==> config.mk <==
export PLATFORM = sky130hd
export DESIGN_NAME = pipe_adder
export DESIGN_NICKNAME = d
export VERILOG_FILES = /design/src/rtl/pipe_adder.sv
export SDC_FILE = /design/constraint.sdc
export NUM_CORES = 1
export LEC_CHECK = 0
export CAP_MARGIN = 20
export CORE_MARGIN = 5
export CORE_UTILIZATION = 40
export CTS_CLUSTER_SIZE = 16
export DETAILED_ROUTE_END_ITERATION = 8
export GPL_TIMING_DRIVEN = 0
export PLACE_DENSITY = 0.68
export SLEW_MARGIN = 25
export SYNTH_ARGS = -nofsm -noshare
export SYNTH_HDL_FRONTEND = slang
export SYNTH_SLANG_ARGS = --single-unit
==> constraint.sdc <==
create_clock -name clk -period 3.1 [get_ports clk]
set_input_delay 0.62 -clock clk [delete_from_list [all_inputs] [get_ports clk]]
set_output_delay 0.62 -clock clk [all_outputs]
set_load 0.01 [all_outputs]
==> src/rtl/pipe_adder.sv <==
`default_nettype none
// ============================================================================
//  Module      : pipe_adder
//  Description : Carry-chunked pipelined adder/subtractor with valid/ready
//                handshake. Each stage adds one CW-bit chunk and registers the
//                chunk carry; unconsumed upper operand bits travel alongside.
//  Revision    : 1.0 - initial release
// ============================================================================
module pipe_adder #(
    parameter int WIDTH  = 16,
    parameter int STAGES = 4
) (
    input  logic             clk,
    input  logic             rst,
    input  logic             in_valid,
    output logic             in_ready,
    input  logic [WIDTH-1:0] a,
    input  logic [WIDTH-1:0] b,
    input  logic             cin,
    input  logic             sub,
    output logic             out_valid,
    input  logic             out_ready,
    output logic [WIDTH-1:0] sum,
    output logic             cout,
    output logic             ovf
);

    localparam int c_CW = WIDTH / STAGES;

    // Whole pipeline moves together: it shifts when the output slot is empty
    // or being drained this cycle, and freezes otherwise.
    logic w_advance;

    assign w_advance = !g_stage[STAGES-1].r_v || out_ready;
    assign in_ready  = w_advance;

    for (genvar k = 0; k < STAGES; k++) begin : g_stage
        // Operand bits still to be consumed when entering stage k; the low
        // CW bits are the chunk handled here.
        localparam int c_IN_W  = WIDTH - k * c_CW;
        localparam int c_SUM_W = (k + 1) * c_CW;

        logic [c_IN_W-1:0]  w_a_in;
        logic [c_IN_W-1:0]  w_b_in;
        logic               w_c_in;
        logic               w_v_in;
        logic [c_CW:0]      w_chunk;
        logic [c_SUM_W-1:0] w_sum_next;

        logic [c_SUM_W-1:0] r_sum;
        logic               r_c;
        logic               r_v;

        if (k == 0) begin : g_head
            // Subtraction is A + ~B + 1, so the carry-in is forced high.
            assign w_a_in     = a;
            assign w_b_in     = sub ? ~b : b;
            assign w_c_in     = sub | cin;
            assign w_v_in     = in_valid;
            assign w_sum_next = w_chunk[c_CW-1:0];
        end else begin : g_body
            assign w_a_in     = g_stage[k-1].g_pass.r_a;
            assign w_b_in     = g_stage[k-1].g_pass.r_b;
            assign w_c_in     = g_stage[k-1].r_c;
            assign w_v_in     = g_stage[k-1].r_v;
            assign w_sum_next = {w_chunk[c_CW-1:0], g_stage[k-1].r_sum};
        end

        assign w_chunk = {1'b0, w_a_in[c_CW-1:0]}
                       + {1'b0, w_b_in[c_CW-1:0]}
                       + {{c_CW{1'b0}}, w_c_in};

        // Chunk result, chunk carry and valid bit for this stage.
        always_ff @(posedge clk) begin
            if (rst) begin
                r_v   <= 1'b0;
                r_c   <= 1'b0;
                r_sum <= '0;
            end else if (w_advance) begin
                r_v   <= w_v_in;
                r_c   <= w_chunk[c_CW];
                r_sum <= w_sum_next;
            end
        end

        if (k < STAGES - 1) begin : g_pass
            logic [c_IN_W-c_CW-1:0] r_a;
            logic [c_IN_W-c_CW-1:0] r_b;

            // Delay the not-yet-added upper chunks alongside the partial sum.
            always_ff @(posedge clk) begin
                if (rst) begin
                    r_a <= '0;
                    r_b <= '0;
                end else if (w_advance) begin
                    r_a <= w_a_in[c_IN_W-1:c_CW];
                    r_b <= w_b_in[c_IN_W-1:c_CW];
                end
            end
        end else begin : g_tail
            // Signed overflow: operand signs agree but the result sign differs.
            logic w_ovf;
            logic r_ovf;

            assign w_ovf = (w_a_in[c_IN_W-1] == w_b_in[c_IN_W-1])
                        && (w_chunk[c_CW-1] != w_a_in[c_IN_W-1]);

            // Overflow is resolved in the top stage where both MSBs are present.
            always_ff @(posedge clk) begin
                if (rst) begin
                    r_ovf <= 1'b0;
                end else if (w_advance) begin
                    r_ovf <= w_ovf;
                end
            end
        end
    end

    assign out_valid = g_stage[STAGES-1].r_v;
    assign sum       = g_stage[STAGES-1].r_sum;
    assign cout      = g_stage[STAGES-1].r_c;
    assign ovf       = g_stage[STAGES-1].g_tail.r_ovf;

endmodule
`default_nettype wire

==> images/floorplan.png <==
The bar under the picture is 20 um long. Pins as bars on the die edge.
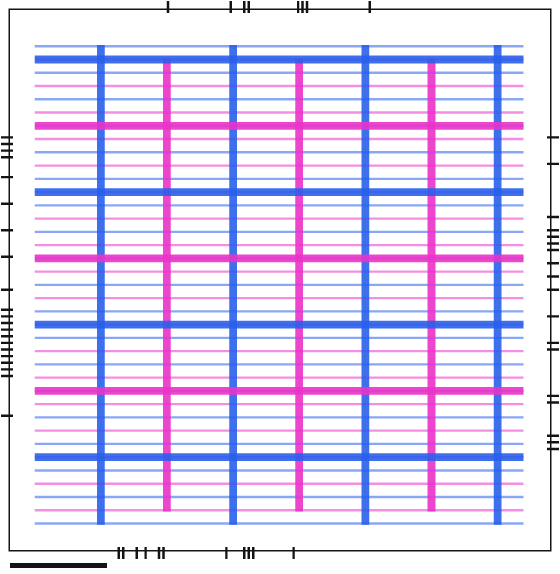
color	net
magenta	VDD
blue	VSS
rows	36
met5 straps	7
signal pins	58
met4 straps	7
met1 rails	37

==> images/class_map.png <==
The bar under the picture is 20 um long.
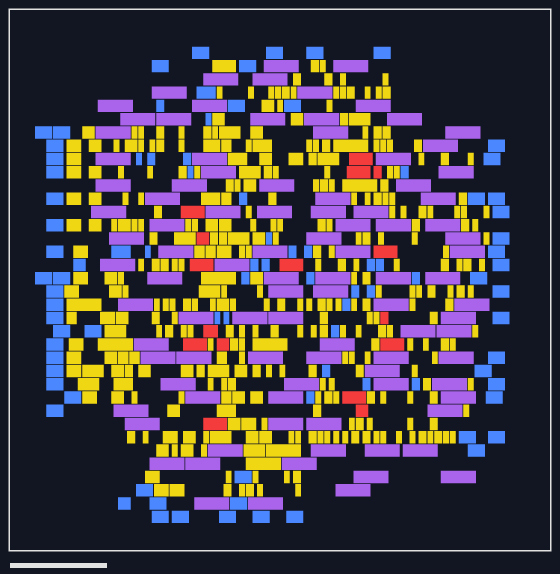
color	class	cells
red	clock drivers and dummy loads	16
purple	registers	97
blue	remaining buffers and delay cells	89
yellow	remaining logic cells	343

==> images/clock_wires.png <==
The bar under the picture is 20 um long.
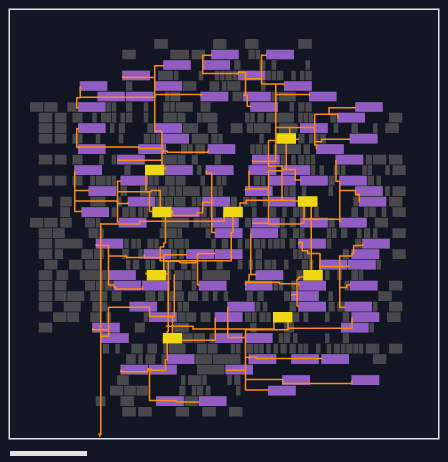
[yellow] clock-net drivers | count: 9
[purple] flip-flops | count: 97
[orange] clock wires | length: 1140 um
routed clock nets	10

==> images/layers.png <==
Two of the layers only.
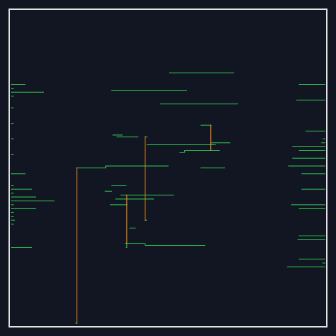
color	layer	wire length
green	M3	479 um
orange	M4	110 um

==> images/placed.png <==
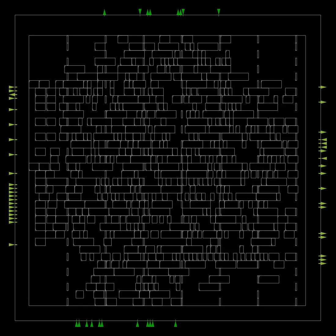
Core Footprint: 0.00982 mm^2
number of placement rows: 36
share of the final layout cell area in sequential cells: 0.391

==> results.txt <==
Implementation numbers.

- The leakage power summed over all cells is 1.94 nW.
- The number of violations of the max-capacitance limit is 0.
- The longest clock path from root to sink contains 2 buffers.
- The number of global-route vias before repair is 3349.
- The arrival time at the worst endpoint is 2300 ps.
- The count of final hold-check violations is 0.
- After clock tree synthesis, the setup repair step added 0 buffers.
- The global-route usage over all layers is 0.160.
- Looking at the worst setup and hold paths, the clock pins of their registers show a slew of 90 ps.
- Once synthesis finished, the tally of register bits stood at 97.
- Dividing the detail-routed via count by the number of cells gives 4.87.
- Per the OpenROAD timing report, the critical path contains 6 cells.
- After detailed routing, the number of remaining DRC violations is 0.
- The total half-perimeter wirelength after legalization and detailed placement is 7.08 mm.
- The run finished with clean final reports.
- In this run the tool buffered the top-level ports with 56 buffer cells.
- The total number of sequential cells is 97.
- The least setup slack across all paths after layout is 184 ps.
- The finished cells cover 0.00496 mm^2.
- Looking at the max-slew report, the worst-margin pin has a slew of 548 ps.
- The global-route layer with the greatest usage is met2.
- Sorting the synthesized cells by how often they occur yields sky130_fd_sc_hd__nand2_1, sky130_fd_sc_hd__dfxtp_1, sky130_fd_sc_hd__a21oi_1, sky130_fd_sc_hd__buf_2, sky130_fd_sc_hd__nor2_1.
- TritonCTS built the clock tree.
- The layout summary lists the proportion of cells stronger than drive strength 1 as 0.0862.
- The final weighted congestion recorded by global placement is 0.833.
- The number of enable-type register cells in the synthesized netlist is 0.
- The buffer type at the clock tree root is sky130_fd_sc_hd__clkbuf_8.
- The share of the cycle needed by the critical path after routing is 0.941.
- The number of warnings printed during yosys synthesis is 0.
- The post-synthesis instance total is 474.
- The detailed router reported a total wirelength of 9.42 mm.
- The number of tap cells added at floorplan is 133.
- The main combinational cell family by area after synthesis is simple AND/OR/NAND/NOR gates.
- The share of synthesized area in the top cell type comes to 0.478.
- The highest clock frequency the design can meet is 343 MHz.
- The number of OpenROAD warnings is 26.
- The number of buffers and inverters on the critical path is 5.
- The minimum setup slack after placement is 55.0 ps.
- The number of unique standard cell types used by synthesis is 29.
- The worst slew slack as a fraction of its limit is 0.635.
- The number of nets at floorplan is 532.
- The worst stage delay on the critical path is 540 ps.
- The final core utilization is 0.506.
- The floorplan utilization is 0.414.
- The script computed a power per unit cell area of 492 mW/mm^2.
- The number of levels in the clock H-tree is 3.
- The area growth from synthesis to final layout is 22.2%.
- Clock buffers in the final layout number 10.
- Setup total negative slack on the finished layout was measured at 0 ps.
- The number of antenna diodes in the final layout is 0.
- The most numerous cell in the Yosys netlist is sky130_fd_sc_hd__nand2_1.
- The number of resized instances in the post-cts repair step is 0.
- The count of nets after finishing is 598.
- The area taken by flip-flops and latches is 0.00194 mm^2.
- The final-layout fill cell count is 995.
- The floorplan step defined a die boundary enclosing 0.0123 mm^2.
- The highest-delay cell along the critical path is sky130_fd_sc_hd__clkdlybuf4s50_1.
- The primary flip-flop cell chosen by synthesis mapping is sky130_fd_sc_hd__dfxtp_1.
- Per the area breakdown, the dominant cell category is sequential cells.
- Detailed placement reports a standard cell area of 0.00479 mm^2.
- According to the report, the first pass of detailed routing completed in 4 iterations.
- STA classifies the critical path startpoint as a primary input.
- By startpoint and endpoint, the worst setup path is classified as in -> out.
- In the final report, the number of endpoints failing setup comes to 0.
- After synthesis, the chip area reported by Yosys is 0.00406 mm^2.
- The biggest area contributor in the post-synthesis netlist is sky130_fd_sc_hd__dfxtp_1.
- The initial antenna violation count is 0.
- The height of the die is 111 um.
- Setup repair after global routing left no endpoint under its margin.
- The area share of buffers outside the clock network is 0.148.
- The share of cell area taken by muxes after synthesis is 0.
- In this run the count of I/O pins placed on the die edge is 58.
- In the synthesized netlist the async set-or-reset flop fraction comes to 0.
- The met1 usage in global routing is 0.218.
- The violation count after the first detailed-routing iteration is 144.
- The worst hold path was traced through 2 stages.
- In the final layout, the multi-input gates occupy 0.00193 mm^2.
- Entering global routing, the biggest net connects 17 pins.
- The worst reg2reg path depth is 5.
- The cell-mix breakdown from Yosys lists the simple-gate area share as 0.189.
- The antenna violation net count after detailed routing is 0.
- The post-synthesis area per instance is 8.57 um^2.
- Counting pins that exceed their max-slew limit in the final report gives 0.
- The arithmetic-cell share of the synthesized area counting full adders, half adders and majority gates is 0.0764.
- The mapped netlist covers 0.00406 mm^2.
- The total overflow reported by the global router is 0.
- The sequential area share after synthesis is 0.478.
==> where the power goes <==
group	switching (mW)	leakage, nW	total, mW	internal [mW]
combinational	0.147	1.06	0.307	0.160
sequential	0.0491	0.797	1.38	1.33
clock	0.448	0.0847	0.762	0.314
==> layout by cell type (no fill, tap or decap), drive strengths merged, types with 12 or more instances in the layout <==
cell type	Yosys	routed
ha	12	12
nand2	143	143
xnor2	16	16
dfxtp	97	97
clkbuf	7	17
clkdlybuf4s50	0	56
buf	27	26
a21oi	75	75
a211oi	20	20
nor2	23	23
==> metrics by stage <==
stage          cells  hold WS (ps)
2_1_floorplan    474           432
3_3_place_gp     663           439
3_5_place_dp     663           445
4_1_cts          679           456
5_1_grt          678           464
6_report         678           454
==> flip-flops by register name, summed over array words and instances, names as in the netlist <==
register,count
sum,16
cout,1
g_stage.g_pass.r_b,24
g_stage.r_sum,24
g_stage.r_c,3
out_valid,1
g_stage.r_v,3
g_stage.g_pass.r_a,24
ovf,1
==> final timing paths <==
path	slack [ps]	start	to
worst max register to register	1270	g_stage[2].r_c$_SDFFE_PP0P_	cout$_SDFFE_PP0P_
worst min-delay path	450	sum[0]$_SDFFE_PP0P_	sum[0]$_SDFFE_PP0P_
worst max-delay path	180	out_ready	in_ready
worst min register to register	450	sum[0]$_SDFFE_PP0P_	sum[0]$_SDFFE_PP0P_
==> layer usage <==
| metal | share of wire | wire (um) |
|---|---|---|
| met5 | 0 | 0 |
| met4 | 0.012 | 109 |
| met3 | 0.051 | 479 |
| met2 | 0.44 | 4180 |
| met1 | 0.49 | 4660 |
Power figures rest on the tool's default switching activity, not on a simulated workload.
